--- src/rtl/gravity_sensor_spi_master_if.sv ---
// Bundle of signals between the accelerometer link master and the rest of the
// system. The master modport is the link initiator; slave is whoever hosts it
// (sensor pins plus game-control consumer).
//   enable       : run sweeps continuously (sampled only between sweeps)
//   data         : serial data from sensor (MISO)
//   clkcs        : chip select, active-low
//   sclk         : serial clock, idles low
//   mosi         : serial command/address stream
//   x_value      : last complete X sample, two's complement
//   y_value      : last complete Y sample, two's complement
//   sample_valid : one-cycle strobe when x_value/y_value update together
//   busy         : a sweep is in progress
interface gravity_sensor_spi_master_if;
  logic        enable;
  logic        data;
  logic        clkcs;
  logic        sclk;
  logic        mosi;
  logic [11:0] x_value;
  logic [11:0] y_value;
  logic        sample_valid;
  logic        busy;

  modport master (
    input  enable, data,
    output clkcs, sclk, mosi, x_value, y_value, sample_valid, busy
  );

  modport slave (
    output enable, data,
    input  clkcs, sclk, mosi, x_value, y_value, sample_valid, busy
  );
endinterface

--- src/rtl/gravity_sensor_spi_master.sv ---
// Accelerometer serial link master. Sweeps the X_H, X_L, Y_H, Y_L registers
// with one 24-bit read frame each ({READ_CMD, addr, 8'h00}), assembles the
// 12-bit X/Y samples and publishes them as a pair with a one-cycle strobe.
// Ports:
//   clk1 : system clock, all logic on posedge
//   rst  : asynchronous active-high reset
//   bus  : link/sample signals (see gravity_sensor_spi_master_if), master side
module gravity_sensor_spi_master #(
  parameter int unsigned CLK_DIV  = 4,     // clk1 cycles per sclk half-period
  parameter int unsigned CS_GAP   = 8,     // clk1 cycles clkcs high between frames
  parameter logic [7:0]  READ_CMD = 8'h0B,
  parameter logic [7:0]  ADDR_XH  = 8'h0F,
  parameter logic [7:0]  ADDR_XL  = 8'h0E,
  parameter logic [7:0]  ADDR_YH  = 8'h11,
  parameter logic [7:0]  ADDR_YL  = 8'h10
) (
  input  logic                          clk1,
  input  logic                          rst,
  gravity_sensor_spi_master_if.master   bus
);

  localparam int unsigned FRAME_BITS = 24;
  localparam int unsigned CNT_MAX    = (CLK_DIV > CS_GAP) ? CLK_DIV : CS_GAP;
  localparam int unsigned CNT_W      = (CNT_MAX > 1) ? $clog2(CNT_MAX) : 1;

  localparam logic [CNT_W-1:0] DIV_LAST    = CNT_W'(CLK_DIV - 1);
  localparam logic [CNT_W-1:0] GAP_LAST    = CNT_W'(CS_GAP - 1);
  // The DONE cycle is the final clkcs-high cycle after the Y_L frame.
  localparam logic [CNT_W-1:0] GAP_LAST_YL = CNT_W'((CS_GAP > 1) ? CS_GAP - 2 : 0);
  localparam logic [4:0]       LAST_BIT    = 5'(FRAME_BITS - 1);
  localparam logic [1:0]       FRAME_YL    = 2'd3;

  typedef enum logic [2:0] {
    ST_IDLE,
    ST_CS_SETUP,
    ST_SHIFT,
    ST_CS_HOLD,
    ST_GAP,
    ST_DONE
  } state_e;

  state_e           state_q, state_d;
  logic [CNT_W-1:0] cnt_q, cnt_d;
  logic [4:0]       bit_q, bit_d;
  logic             phase_hi_q, phase_hi_d;
  logic [1:0]       frame_q, frame_d;
  logic [6:0]       rx_q, rx_d;
  logic [11:0]      shadow_x_q, shadow_x_d;
  logic [11:0]      shadow_y_q, shadow_y_d;

  logic             clkcs_q, clkcs_d;
  logic             sclk_q, sclk_d;
  logic             mosi_q, mosi_d;
  logic [11:0]      x_value_q, x_value_d;
  logic [11:0]      y_value_q, y_value_d;
  logic             sample_valid_q, sample_valid_d;
  logic             busy_q, busy_d;

  logic             rise;
  logic [7:0]       rx_byte;
  logic [23:0]      tx_word;
  logic [4:0]       tx_idx;

  // Frame word for a given sweep position.
  function automatic logic [23:0] frame_word(input logic [1:0] f);
    logic [7:0] a;
    case (f)
      2'd0:    a = ADDR_XH;
      2'd1:    a = ADDR_XL;
      2'd2:    a = ADDR_YH;
      default: a = ADDR_YL;
    endcase
    return {READ_CMD, a, 8'h00};
  endfunction

  // Next-state, capture and registered-output decode.
  always_comb begin
    state_d        = state_q;
    cnt_d          = cnt_q;
    bit_d          = bit_q;
    phase_hi_d     = phase_hi_q;
    frame_d        = frame_q;
    rx_d           = rx_q;
    shadow_x_d     = shadow_x_q;
    shadow_y_d     = shadow_y_q;
    x_value_d      = x_value_q;
    y_value_d      = y_value_q;
    rise           = 1'b0;
    rx_byte        = {rx_q, bus.data};
    tx_word        = 24'h0;
    tx_idx         = 5'd0;
    mosi_d         = 1'b0;

    case (state_q)
      ST_IDLE: begin
        if (bus.enable) begin
          state_d = ST_CS_SETUP;
          cnt_d   = '0;
          frame_d = 2'd0;
        end
      end
      ST_CS_SETUP: begin
        if (cnt_q == DIV_LAST) begin
          state_d    = ST_SHIFT;
          cnt_d      = '0;
          phase_hi_d = 1'b1;
          bit_d      = 5'd0;
          rise       = 1'b1;
        end else begin
          cnt_d = cnt_q + CNT_W'(1);
        end
      end
      ST_SHIFT: begin
        if (cnt_q == DIV_LAST) begin
          cnt_d = '0;
          if (phase_hi_q) begin
            phase_hi_d = 1'b0;
            // Low phase after the last bit is the chip-select hold time.
            if (bit_q == LAST_BIT) state_d = ST_CS_HOLD;
          end else begin
            phase_hi_d = 1'b1;
            bit_d      = bit_q + 5'd1;
            rise       = 1'b1;
          end
        end else begin
          cnt_d = cnt_q + CNT_W'(1);
        end
      end
      ST_CS_HOLD: begin
        if (cnt_q == DIV_LAST) begin
          cnt_d = '0;
          if ((frame_q == FRAME_YL) && (GAP_LAST == '0)) state_d = ST_DONE;
          else                                           state_d = ST_GAP;
        end else begin
          cnt_d = cnt_q + CNT_W'(1);
        end
      end
      ST_GAP: begin
        if (((frame_q == FRAME_YL) && (cnt_q == GAP_LAST_YL)) ||
            ((frame_q != FRAME_YL) && (cnt_q == GAP_LAST))) begin
          cnt_d = '0;
          if (frame_q == FRAME_YL) begin
            state_d = ST_DONE;
          end else begin
            state_d = ST_CS_SETUP;
            frame_d = frame_q + 2'd1;
          end
        end else begin
          cnt_d = cnt_q + CNT_W'(1);
        end
      end
      ST_DONE: begin
        cnt_d   = '0;
        frame_d = 2'd0;
        state_d = bus.enable ? ST_CS_SETUP : ST_IDLE;
      end
      default: state_d = ST_IDLE;
    endcase

    // MISO sampled on the edge that raises sclk; bits 17..24 form the byte.
    if (rise) begin
      rx_d = rx_byte[6:0];
      if (bit_d == LAST_BIT) begin
        case (frame_q)
          2'd0:    shadow_x_d[11:8] = rx_byte[3:0];
          2'd1:    shadow_x_d[7:0]  = rx_byte;
          2'd2:    shadow_y_d[11:8] = rx_byte[3:0];
          default: shadow_y_d[7:0]  = rx_byte;
        endcase
      end
    end

    // Outputs follow the state being entered so they register with it.
    tx_word = frame_word(frame_d);
    if (state_d == ST_CS_SETUP) begin
      mosi_d = tx_word[LAST_BIT];
    end else if (state_d == ST_SHIFT) begin
      // In a low phase the next bit is already presented (changes on sclk fall).
      tx_idx = phase_hi_d ? bit_d : bit_d + 5'd1;
      mosi_d = tx_word[LAST_BIT - tx_idx];
    end

    clkcs_d        = !((state_d == ST_CS_SETUP) || (state_d == ST_SHIFT) ||
                       (state_d == ST_CS_HOLD));
    sclk_d         = (state_d == ST_SHIFT) && phase_hi_d;
    busy_d         = (state_d != ST_IDLE);
    sample_valid_d = (state_d == ST_DONE);
    if (state_d == ST_DONE) begin
      x_value_d = shadow_x_q;
      y_value_d = shadow_y_q;
    end
  end

  // State, datapath and output registers.
  always_ff @(posedge clk1 or posedge rst) begin
    if (rst) begin
      state_q        <= ST_IDLE;
      cnt_q          <= '0;
      bit_q          <= 5'd0;
      phase_hi_q     <= 1'b0;
      frame_q        <= 2'd0;
      rx_q           <= 7'd0;
      shadow_x_q     <= 12'd0;
      shadow_y_q     <= 12'd0;
      clkcs_q        <= 1'b1;
      sclk_q         <= 1'b0;
      mosi_q         <= 1'b0;
      x_value_q      <= 12'd0;
      y_value_q      <= 12'd0;
      sample_valid_q <= 1'b0;
      busy_q         <= 1'b0;
    end else begin
      state_q        <= state_d;
      cnt_q          <= cnt_d;
      bit_q          <= bit_d;
      phase_hi_q     <= phase_hi_d;
      frame_q        <= frame_d;
      rx_q           <= rx_d;
      shadow_x_q     <= shadow_x_d;
      shadow_y_q     <= shadow_y_d;
      clkcs_q        <= clkcs_d;
      sclk_q         <= sclk_d;
      mosi_q         <= mosi_d;
      x_value_q      <= x_value_d;
      y_value_q      <= y_value_d;
      sample_valid_q <= sample_valid_d;
      busy_q         <= busy_d;
    end
  end

  assign bus.clkcs        = clkcs_q;
  assign bus.sclk         = sclk_q;
  assign bus.mosi         = mosi_q;
  assign bus.x_value      = x_value_q;
  assign bus.y_value      = y_value_q;
  assign bus.sample_valid = sample_valid_q;
  assign bus.busy         = busy_q;

endmodule
--- src/flat_wrapper.sv ---
// flat-port wrapper written by rule: the top's interface ports become plain ports
module gravity_sensor_spi_master_flat 
#(
  parameter int unsigned CLK_DIV  = 4,                                        
  parameter int unsigned CS_GAP   = 8,                                             
  parameter logic [7:0]  READ_CMD = 8'h0B,
  parameter logic [7:0]  ADDR_XH  = 8'h0F,
  parameter logic [7:0]  ADDR_XL  = 8'h0E,
  parameter logic [7:0]  ADDR_YH  = 8'h11,
  parameter logic [7:0]  ADDR_YL  = 8'h10
)
  (clk1, rst, bus_enable, bus_data, bus_clkcs, bus_sclk, bus_mosi, bus_x_value, bus_y_value, bus_sample_valid, bus_busy);
  gravity_sensor_spi_master_if bus_i ();
  input  logic clk1;
  input  logic rst;
  input wire logic [$bits(bus_i.enable)-1:0] bus_enable;
  input wire logic [$bits(bus_i.data)-1:0] bus_data;
  output wire logic [$bits(bus_i.clkcs)-1:0] bus_clkcs;
  output wire logic [$bits(bus_i.sclk)-1:0] bus_sclk;
  output wire logic [$bits(bus_i.mosi)-1:0] bus_mosi;
  output wire logic [$bits(bus_i.x_value)-1:0] bus_x_value;
  output wire logic [$bits(bus_i.y_value)-1:0] bus_y_value;
  output wire logic [$bits(bus_i.sample_valid)-1:0] bus_sample_valid;
  output wire logic [$bits(bus_i.busy)-1:0] bus_busy;
  assign bus_i.enable = bus_enable;
  assign bus_i.data = bus_data;
  assign bus_clkcs = bus_i.clkcs;
  assign bus_sclk = bus_i.sclk;
  assign bus_mosi = bus_i.mosi;
  assign bus_x_value = bus_i.x_value;
  assign bus_y_value = bus_i.y_value;
  assign bus_sample_valid = bus_i.sample_valid;
  assign bus_busy = bus_i.busy;
  gravity_sensor_spi_master #(.CLK_DIV(CLK_DIV), .CS_GAP(CS_GAP), .READ_CMD(READ_CMD), .ADDR_XH(ADDR_XH), .ADDR_XL(ADDR_XL), .ADDR_YH(ADDR_YH), .ADDR_YL(ADDR_YL)) u_core (.clk1(clk1), .rst(rst), .bus(bus_i));
endmodule
--- config.mk ---
export PLATFORM = sky130hd
export DESIGN_NAME = gravity_sensor_spi_master_flat
export DESIGN_NICKNAME = d
export VERILOG_FILES = /design/src/rtl/gravity_sensor_spi_master_if.sv /design/src/rtl/gravity_sensor_spi_master.sv /design/src/flat_wrapper.sv
export SDC_FILE = /design/constraint.sdc
export NUM_CORES = 1
export LEC_CHECK = 0
export CORE_MARGIN = 3
export CORE_UTILIZATION = 55
export CTS_CLUSTER_DIAMETER = 120
export DETAILED_ROUTE_END_ITERATION = 8
export GPL_TIMING_DRIVEN = 0
export PLACE_DENSITY_LB_ADDON = 0.12
export SKIP_LAST_GASP = 1
export SLEW_MARGIN = 10
export SYNTH_ARGS = -nofsm -noshare
export SYNTH_HDL_FRONTEND = slang
export SYNTH_SLANG_ARGS = --single-unit
--- constraint.sdc ---
create_clock -name clk1 -period 5.4 [get_ports clk1]
set_input_delay 1.08 -clock clk1 [delete_from_list [all_inputs] [get_ports clk1]]
set_output_delay 1.08 -clock clk1 [all_outputs]
set_load 0.005 [all_outputs]
==> flow_metrics.env, run 1 <==
# implementation run metrics
export IMPL_status="finished clean"
export IMPL_first_pass_iters=4
export IMPL_hp_start="u_core.shadow_y_q[7]$_DFFE_PP0P_"
export IMPL_finalPower_w=0.001044
export IMPL_cp_top_family="simple AND/OR/NAND/NOR gates"
export IMPL_place_area_um2=3876
export IMPL_finalClockSkew_ns=0.01303
export IMPL_drv_cap=0
export IMPL_antenna_found_initial=0
export IMPL_setup_tns_ns=0
export IMPL_leakagePower_nw=1.887
export IMPL_drc_errors=0
export IMPL_path_common_cell="ha_1"
export IMPL_cts_resized=0
export IMPL_grt_first_pass_wirelength_mm=11.22
export IMPL_routed_wirelength_mm=6.508
export IMPL_cts_num_sinks=74
export IMPL_path_max_fanout=8
export IMPL_crit_required_ns=5.63
export IMPL_holdPathEnd="u_core.bus.y_value[7]$_DFFE_PP0P_"
export IMPL_cts_path_max_buffers=2
export IMPL_dpl_hpwl_mm=4.527
export IMPL_r2r_end="u_core.shadow_x_q[1]$_DFFE_PP0P_"
export IMPL_yosysSeqAreaShare_pct=53.99
export IMPL_setup_ws_ns=1.885
export IMPL_detail_route_wl_per_cell_um=16.39
export IMPL_slew_violations=0
export IMPL_synth_area_per_cell_um2=12.57
export IMPL_ys_cells=273
export IMPL_routed_via_density=5.678
export IMPL_tool_warnings=30
export IMPL_antennaDiodeCount=0
export IMPL_grt_overflow_total=0
export IMPL_max_stage_delay_ns=0.43
export IMPL_yosys_area_share_aoi_pct=8.130
==> run 1: cell type report <==
type / instances / area, um2 / area share [%]
clock buffer: 10 / 127.6 / 3.118
timing repair buffer: 33 / 347.8 / 8.499
clock inverter: 6 / 88.84 / 2.171
tap: 75 / 93.84 / 2.293
inverter: 15 / 58.81 / 1.437
multi-input combinational: 175 / 1483 / 36.23
sequential: 74 / 1853 / 45.28
buffer: 9 / 40.04 / 0.9783
==> run 1: per-layer routing <==
metal	vias up	track usage, %	wire length (um)
met5	-	0	0
met4	0	7.770	95
met3	8	3.981	291
met2	61	27.90	2873
met1	1112	30.07	3247
li1	1073	-	-
==> run 1: registers in the layout, summed over array words and instances, names as in the netlist, 2 cells and up <==
signal,count
u_core.shadow_x_q,12
u_core.state_q,3
u_core.frame_q,2
u_core.bus.x_value,12
u_core.bus.y_value,12
u_core.cnt_q,3
u_core.shadow_y_q,12
u_core.rx_q,7
u_core.bit_q,5
==> run 1: cell usage after synthesis (2+ instances only) <==
cell type  count  area, um2
a31oi_1        3      18.77
nand4_1        2      12.51
xnor2_1        3      26.28
nand2b_1       2      12.51
a21oi_1        7      35.03
dfrtp_1       73       1827
clkbuf_1       6      22.52
xor2_1         3      26.28
mux2_2        51      574.3
or3_1          2      12.51
nand3b_1       7      52.55
ha_1           9      112.6
o21a_1         2      15.01
inv_1         15      56.30
nor2_1         9      33.78
nand3_1        6      30.03
a211oi_1       3      22.52
and3_1         2      12.51
nand2_1       14      52.55
o2bb2ai_1      2      17.52
nor3b_1        3      22.52
o311ai_0       2      17.52
or3b_4         2      22.52
mux2_4         4      60.06
o21ai_0        8      40.04
buf_2          2      10.01
==> run 1: report_power, final <==
group	total [W]	switching [W]	internal [W]	leakage (nW)
registers	0.000561	0.00000423	0.000557	0.981
clock network	0.000464	0.000203	0.000261	0.103
logic	0.0000196	0.0000128	0.00000683	0.802
total	0.00104	0.000220	0.000825	1.89
==> run 1: worst max path at each step <==
stage | slack, ns | to | cells after the start | startpoint
after CTS | 1.87 | u_core.shadow_x_q[1]$_DFFE_PP0P_ | 11 | u_core.cnt_q[1]$_DFFE_PP0P_
final | 1.89 | u_core.shadow_x_q[1]$_DFFE_PP0P_ | 11 | u_core.cnt_q[1]$_DFFE_PP0P_
after global placement | 1.24 | u_core.bus.y_value[5]$_DFFE_PP0P_ | 2 | rst
after floorplan | 2.36 | u_core.shadow_y_q[10]$_DFFE_PP0P_ | 11 | u_core.cnt_q[1]$_DFFE_PP0P_
after detailed placement | 1.87 | u_core.bus.x_value[9]$_DFFE_PP0P_ | 7 | bus_enable
after global routing | 1.59 | u_core.shadow_x_q[3]$_DFFE_PP0P_ | 11 | u_core.cnt_q[1]$_DFFE_PP0P_
==> run 1: cells by family after synthesis <==
logic type	count (synthesis)
buffers and inverters	24
flip-flops	74
adder cells (fa/ha/maj)	9
XOR/XNOR	6
multiplexers	56
AND/OR/NAND/NOR	64
AND-OR/OR-AND	40
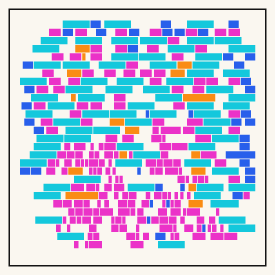
**Above:** run 1 (placement by cell class).
Drawn at 3 px/um.
Key: registers = cyan [cells 74, share of their area 46%]; remaining buffers and delay cells = blue [cells 42, share of their area 9.7%]; remaining logic cells = magenta [cells 190, share of their area 39%]; clock drivers and dummy loads = orange [cells 16, share of their area 5.4%]
Design Area, Final: 4093 um2
core area: 5991 um2
final core utilization: 68.32%
flop share of the area: 45.28%
Row Count: 28

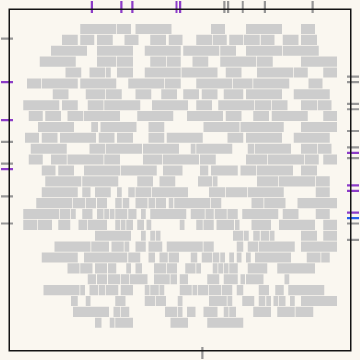
**Above:** run 1 (pin placement).
Drawn at 4 px/um. Pins as bars across the die edge, other pins in gray.
Key: bus_y_value = purple [pins 12, direction output, edge 5 top, 4 right, 3 left]; bus_clkcs = blue [pins 1, direction output, edge right]
All pins by edge: 14 right, 10 top, 8 left, 1 bottom.
Die W: 85.00 um
IO buf count: 32
Die Y: 85.00 um

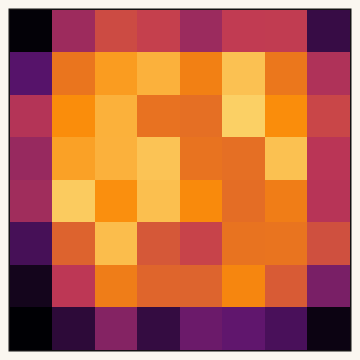
**Above:** run 1 (cell density map).
Drawn at 4 px/um. 8 x 8 tiles, from black (low) to pale yellow (high), 0 to 100% covered.
The emptiest ninth of the die: bottom left. 23% of the tiles are over 75% full. The fullest tile reaches 90%. The mean over all tiles is 55%. 3.1% of the tiles are nearly empty. The densest ninth of the die: middle.
floorplan utilization: 57.29%

**Run 1: wiring by layer**

Drawn at 3 px/um.
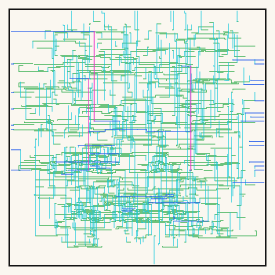

==> run 1 -> run 2 <==
--- a/config.mk
+++ b/config.mk
@@ -6,7 +6,7 @@
 export NUM_CORES = 1
 export LEC_CHECK = 0
 export CORE_MARGIN = 3
-export CORE_UTILIZATION = 55
+export CORE_UTILIZATION = 51
 export CTS_CLUSTER_DIAMETER = 120
 export DETAILED_ROUTE_END_ITERATION = 8
 export GPL_TIMING_DRIVEN = 0
==> constraint.sdc (replaced) <==
create_clock -name clk1 -period 3.05 [get_ports clk1]
set_input_delay 0.61 -clock clk1 [delete_from_list [all_inputs] [get_ports clk1]]
set_output_delay 0.61 -clock clk1 [all_outputs]
set_load 0.005 [all_outputs]
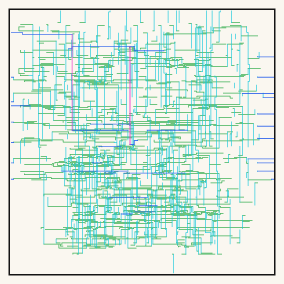
**Above:** run 2 (wiring by layer).
Drawn at 3 px/um.
Key: M4 = magenta [wire length 64.6 um]; M3 = blue [wire length 260 um]; M2 = cyan [wire length 3,070 um]; M1 = green [wire length 3,220 um]
wire length per cell: 16.40 um
DR vias: 2,271
global router's overall resource usage: 18.57%

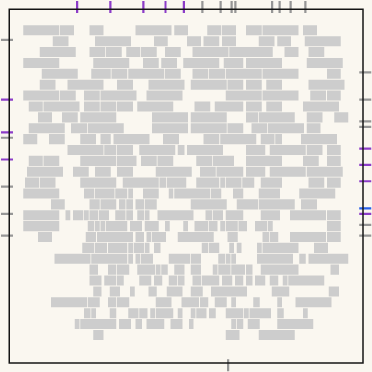
**Above:** run 2 (pin placement).
Drawn at 4 px/um. Pins as bars across the die edge, other pins in gray.
Key: bus_y_value = purple [pins 12, direction output, edge 5 top, 4 right, 3 left]; bus_clkcs = blue [pins 1, direction output, edge right]
All pins by edge: 13 top, 11 right, 8 left, 1 bottom.
Die Y: 88.04 um
Die W: 88.04 um

==> run 2 against run 1 <==
Die area increased by 7.3%; synthesized cell count did not move; fmax increased by 19%; setup slack lost 1.8 ns; via count is 0.75% higher; final cell count grew 1.5%; sequential power grew 77%; core utilization is 2.8 points lower.
==> flow_metrics.env, run 2 <==
# implementation run metrics
export IMPL_status="finished clean"
export IMPL_routed_via_density=5.635
export IMPL_drv_cap=0
export IMPL_grt_overflow_total=0
export IMPL_synth_area_per_cell_um2=12.57
export IMPL_drc_errors=0
export IMPL_grt_first_pass_wirelength_mm=10.89
export IMPL_leakagePower_nw=1.923
export IMPL_topCellsByArea="dfrtp_1 (53%), mux2_2 (17%), ha_1 (3.3%)"
export IMPL_yosysTopAreaCellShare_pct=53.23
export IMPL_logic_area_um2=1554
export IMPL_clock_fmax_mhz=337.3
export IMPL_top_area_cell="dfrtp_1"
export IMPL_max_stage_delay_ns=0.44
export IMPL_yosysUniqueCellTypes=57
export IMPL_finalClockSkew_ns=0.008653
export IMPL_holdPathEnd="u_core.shadow_x_q[11]$_DFFE_PP0P_"
export IMPL_yosysSeqAreaShare_pct=53.99
export IMPL_routed_wirelength_mm=6.610
export IMPL_crit_required_ns=3.28
export IMPL_finalPower_w=0.001816
export IMPL_most_common_cell="dfrtp_1"
export IMPL_seq_area_um2=1853
export IMPL_cts_root_buf="clkbuf_8"
export IMPL_dpl_hpwl_mm=4.446
export IMPL_portBuffers=32
export IMPL_drtAntennaViolNets=0
export IMPL_slew_violations=0
export IMPL_antenna_found_initial=0
export IMPL_cts_path_max_buffers=2
export IMPL_area_delta_synth_final_pct=22.53
export IMPL_tool_warnings=31
export IMPL_path_max_fanout=8
export IMPL_first_pass_iters=5
export IMPL_clk_latency_ns=0.35
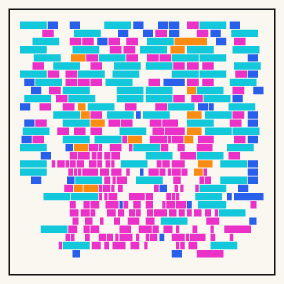
**Above:** run 2 (placement by cell class).
Drawn at 3 px/um.
flop share of the area: 44.06%
final core utilization: 65.48%
core area: 6422 um2
Row Count: 29
Design Area, Final: 4205 um2

## run 2: cell counts after synthesis
Identical to the previous run, type by type.
## run 2: worst max-delay path by stage
stage	to	start	slack, ns	cells past startpoint
after detailed placement	u_core.shadow_x_q[5]$_DFFE_PP0P_	u_core.cnt_q[1]$_DFFE_PP0P_	-0.49	11
after global routing	u_core.shadow_y_q[10]$_DFFE_PP0P_	u_core.state_q[0]$_DFF_PP0_	-0.04	9
after global placement	u_core.bus.y_value[4]$_DFFE_PP0P_	rst	-0.64	2
after floorplan	u_core.shadow_y_q[10]$_DFFE_PP0P_	u_core.cnt_q[1]$_DFFE_PP0P_	0.01	11
after CTS	u_core.bus.mosi$_DFF_PP0_	u_core.cnt_q[1]$_DFFE_PP0P_	0.02	12
final	u_core.shadow_y_q[10]$_DFFE_PP0P_	u_core.cnt_q[2]$_DFFE_PP0P_	0.08	10
## run 2: cell type report
cell class	count	area share, %
plain buffers	8	0.9521
clock buffers	9	2.946
clock inverters	7	1.934
inverters	15	1.398
multi-input cells	175	36.95
flip-flops and latches	74	44.06
well taps	77	2.291
repair buffers	38	9.461
## run 2: cell families (layout without fill, tap and decap cells)
| logic type | Yosys count | count (layout) | share of synthesized area (%) |
|---|---|---|---|
| AND-OR/OR-AND | 40 | 40 | 8.130 |
| XOR/XNOR | 6 | 6 | 1.531 |
| adder cells (fa/ha/maj) | 9 | 9 | 3.281 |
| buffers and inverters | 24 | 77 | 2.807 |
| flip-flops | 74 | 74 | 53.99 |
| multiplexers | 56 | 56 | 18.78 |
| AND/OR/NAND/NOR | 64 | 64 | 11.48 |
## run 2: what timing repair did
item	4_1_cts	5_1_grt
resized	9	12
setup endpoints to repair	44	41
endpoints found under the hold margin	0	0
pin swaps	2	1
buffers inserted	2	3
## run 2: power breakdown
part           switching (W)  leakage [nW]  internal, W
logic              0.0000231         0.840    0.0000121
registers         0.00000767         0.981     0.000985
clock network       0.000397         0.101     0.000391
## run 2: layer usage
metal	track usage, %	vias to the layer above	part of all wire (%)
li1	-	1090	-
met1	27.95	1133	49
met2	26.71	43	46
met3	4.516	5	3.9
met4	5.495	0	0.97
met5	0	-	0
## run 2: stage by stage
stage | TNS (ns) | hold slack, ns | cell area, um2 | cells | worst slack, ns
CTS | 0 | 0.5121 | 4140 | 400 | 0.01536
finish | 0 | 0.5076 | 4205 | 403 | 0.08489
global placement | -58.91 | 0.4846 | 3849 | 382 | -0.6437
floorplan | 0 | 0.4750 | 3432 | 273 | 0.01094
global route | -0.3530 | 0.5162 | 4205 | 403 | -0.03919
detailed placement | -13.38 | 0.4913 | 3879 | 383 | -0.4878
## run 2: worst max-delay path, delay by kind of cell (launching register included)
family	cells	cell delay (ns)
adders and majority gates	2	0.45
buffers and inverters	1	0.16
DFF	1	0.42
muxes	2	0.46
and+or+nand+nor	5	1.36
==> run 2 -> run 3 <==
--- a/config.mk
+++ b/config.mk
@@ -8,11 +8,11 @@
 export CORE_MARGIN = 3
 export CORE_UTILIZATION = 51
 export CTS_CLUSTER_DIAMETER = 120
+export CTS_CLUSTER_SIZE = 40
 export DETAILED_ROUTE_END_ITERATION = 8
 export GPL_TIMING_DRIVEN = 0
 export PLACE_DENSITY_LB_ADDON = 0.12
 export SKIP_LAST_GASP = 1
-export SLEW_MARGIN = 10
 export SYNTH_ARGS = -nofsm -noshare
 export SYNTH_HDL_FRONTEND = slang
 export SYNTH_SLANG_ARGS = --single-unit
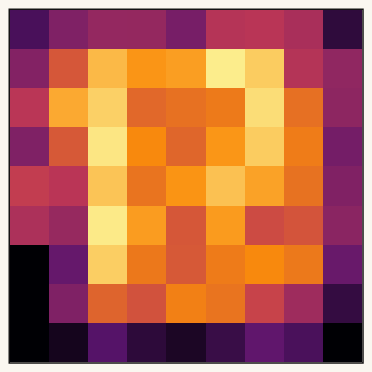
**Above:** run 3 (cell density map).
Drawn at 4 px/um. 9 x 9 tiles, from black (low) to pale yellow (high), 0 to 100% covered.
floorplan utilization: 53.44%

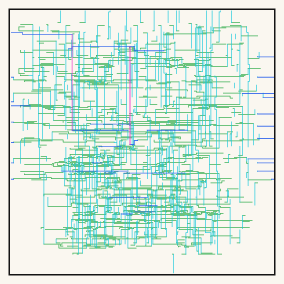
**Above:** run 3 (wiring by layer).
Drawn at 3 px/um.
DRT Wirelength: 6.610 mm

==> run 3 against run 2 <==
Synthesized cell count unchanged; sequential share of layout area stayed put; combinational power about the same; hold slack did not move; design area did not move; sequential power hardly changed; critical path depth stayed put; setup slack unchanged; final cell count unchanged; critical path type unchanged; die area stayed put; non-clock buffer count is the same.
==> flow_metrics.env, run 3 <==
# implementation run metrics
export IMPL_status="finished clean"
export IMPL_fin_util_pct=65.48
export IMPL_whs_ns=0.5076
export IMPL_synth_edff_count=0
export IMPL_synthTopCellsByCount="dfrtp_1 (73), mux2_2 (51), inv_1 (15)"
export IMPL_seq_area_um2=1853
export IMPL_drt_iter0_drc=95
export IMPL_clock_fmax_mhz=337.3
export IMPL_worstSetupPathType="reg -> reg"
export IMPL_portBuffers=32
export IMPL_dp_cells=383
export IMPL_max_slew_margin_pct=64.08
export IMPL_grt_first_pass_wirelength_mm=10.89
export IMPL_cts_path_max_buffers=2
export IMPL_cts_num_sinks=74
export IMPL_nets=334
export IMPL_cts_made_buffers=9
export IMPL_syn_cell_area_um2=3432
export IMPL_synthFlopType="dfrtp_1"
export IMPL_routed_via_density=5.635
export IMPL_ys_cells=273
export IMPL_tool_warnings=31
export IMPL_max_stage_delay_ns=0.44
export IMPL_row_count=29
export IMPL_cp_top_family="simple AND/OR/NAND/NOR gates"
export IMPL_die_x_um=88.04
export IMPL_critPathLaunchType="flop"
export IMPL_crit_required_ns=3.28
export IMPL_drv_cap=0
export IMPL_die_area_um2=7750
export IMPL_synthesis_nets=286
export IMPL_ys_flops=74
export IMPL_finalClockSkew_ns=0.008653
export IMPL_detail_route_wl_per_cell_um=16.40
export IMPL_crit_slowest_cell="or3b_4"
export IMPL_clkTransAtPathRegs_ns=0.08
export IMPL_drtAntennaViolNets=0
export IMPL_lay_top_count="dfrtp_1"
export IMPL_ys_async_sr_fraction_pct=100.0
export IMPL_antenna_found_initial=0
export IMPL_grt_overflow_total=0
export IMPL_drc_errors=0
export IMPL_reg2reg_slack_ns=0.08
export IMPL_dpl_hpwl_mm=4.446
export IMPL_leakagePower_nw=1.923
export IMPL_die_h_um=88.04
export IMPL_finalPower_w=0.001816
export IMPL_antennaDiodeCount=0
export IMPL_worst_pin_slew_ns=0.5363
export IMPL_most_common_cell="dfrtp_1"
export IMPL_vdd_drop_max_mv=0.3624
export IMPL_vias=2271
export IMPL_grt_max_degree=65
export IMPL_gp_congestion=0.8117
export IMPL_yosysTopAreaCellShare_pct=53.23
export IMPL_yosysUniqueCellTypes=57
export IMPL_cts_root_buf="clkbuf_8"
export IMPL_path_buffers=1
export IMPL_syn_inst=273
export IMPL_path_max_fanout=8
export IMPL_grt_pass1_vias=2131
export IMPL_io_pins=33
export IMPL_slew_violations=0
export IMPL_clk_latency_ns=0.35
export IMPL_ys_area_um2=3432
export IMPL_first_pass_iters=5
export IMPL_hp_class="reg -> reg"
export IMPL_topCellsByArea="dfrtp_1 (53%), mux2_2 (17%), ha_1 (3.3%)"
export IMPL_area_delta_synth_final_pct=22.53
export IMPL_logic_area_um2=1554
export IMPL_top_area_cell="dfrtp_1"
export IMPL_yosysSeqAreaShare_pct=53.99
export IMPL_final_layout_top_logic_cells="dfrtp_1 (73), mux2_2 (51), clkdlybuf4s50_1 (32)"
export IMPL_final_cell_count_no_fill=403
export IMPL_coreArea_um2=6422
export IMPL_gr_usage_all_layers_pct=18.57
export IMPL_synth_area_per_cell_um2=12.57
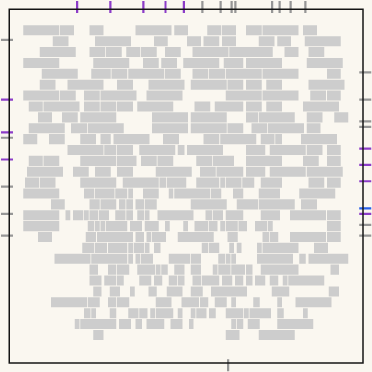
**Above:** run 3 (pin placement).
Drawn at 4 px/um. Pins as bars across the die edge, other pins in gray.
Key: bus_clkcs = blue [pins 1, direction output, edge right]; bus_y_value = purple [pins 12, direction output, edge 5 top, 4 right, 3 left]
All pins by edge: 13 top, 11 right, 8 left, 1 bottom.

==> run 3: cell counts after synthesis <==
No cell type changed its count.
==> run 3: power by group <==
part	switching (W)	internal, W	total [W]
clock network	0.000397	0.000391	0.000788
logic	0.0000231	0.0000121	0.0000352
registers	0.00000767	0.000985	0.000993
==> run 3: routing by layer <==
metal	routed length [um]	global-route usage (%)	part of all wire, %	up-vias
li1	-	-	-	1090
met1	3219	27.95	49	1133
met2	3066	26.71	46	43
met3	259	4.516	3.9	5
met4	64	5.495	0.97	0
met5	0	0	0	-
==> run 3: cell families (layout without fill, tap and decap cells) <==
group                    count (synthesis)  count (layout)  synth area share [%]
multiplexers                            56              56                 18.78
XOR/XNOR                                 6               6                 1.531
AND/OR/NAND/NOR                         64              64                 11.48
flip-flops                              74              74                 53.99
buffers and inverters                   24              77                 2.807
adder cells (fa/ha/maj)                  9               9                 3.281
AND-OR/OR-AND                           40              40                 8.130
==> run 3: through the flow <==
stage / setup WS (ns) / cell area, um2 / TNS, ns
after floorplan: 0.01094 / 3432 / 0
after global placement: -0.6437 / 3849 / -58.91
after detailed placement: -0.4878 / 3879 / -13.38
after CTS: 0.01536 / 4140 / 0
after global routing: -0.03919 / 4205 / -0.3530
final: 0.08489 / 4205 / 0
==> run 3: timing repair <==
item / in CTS / in global routing
endpoints found under the setup margin: 44 / 41
setup buffers: 2 / 3
gates resized: 9 / 12
pin swaps: 2 / 1
==> run 3: final cells by class <==
type                       count  area share (%)
clock inverter                 7           1.934
sequential                    74           44.06
tap                           77           2.291
clock buffer                   9           2.946
inverter                      15           1.398
timing repair buffer          38           9.461
buffer                         8          0.9521
multi-input combinational    175           36.95
==> run 3: worst paths after layout <==
| path | cells past startpoint | from | to |
|---|---|---|---|
| max | 10 | u_core.cnt_q[2]$_DFFE_PP0P_ | u_core.shadow_y_q[10]$_DFFE_PP0P_ |
| min | 1 | u_core.shadow_x_q[11]$_DFFE_PP0P_ | u_core.shadow_x_q[11]$_DFFE_PP0P_ |
| max reg2reg | 10 | u_core.cnt_q[2]$_DFFE_PP0P_ | u_core.shadow_y_q[10]$_DFFE_PP0P_ |
| min reg2reg | 1 | u_core.shadow_x_q[11]$_DFFE_PP0P_ | u_core.shadow_x_q[11]$_DFFE_PP0P_ |
| max in group asynchronous | 3 | rst | u_core.bus.clkcs$_DFF_PP1_ |
| min in group asynchronous | 2 | rst | u_core.bus.x_value[1]$_DFFE_PP0P_ |
Power figures rest on the tool's default switching activity, not on a simulated workload.
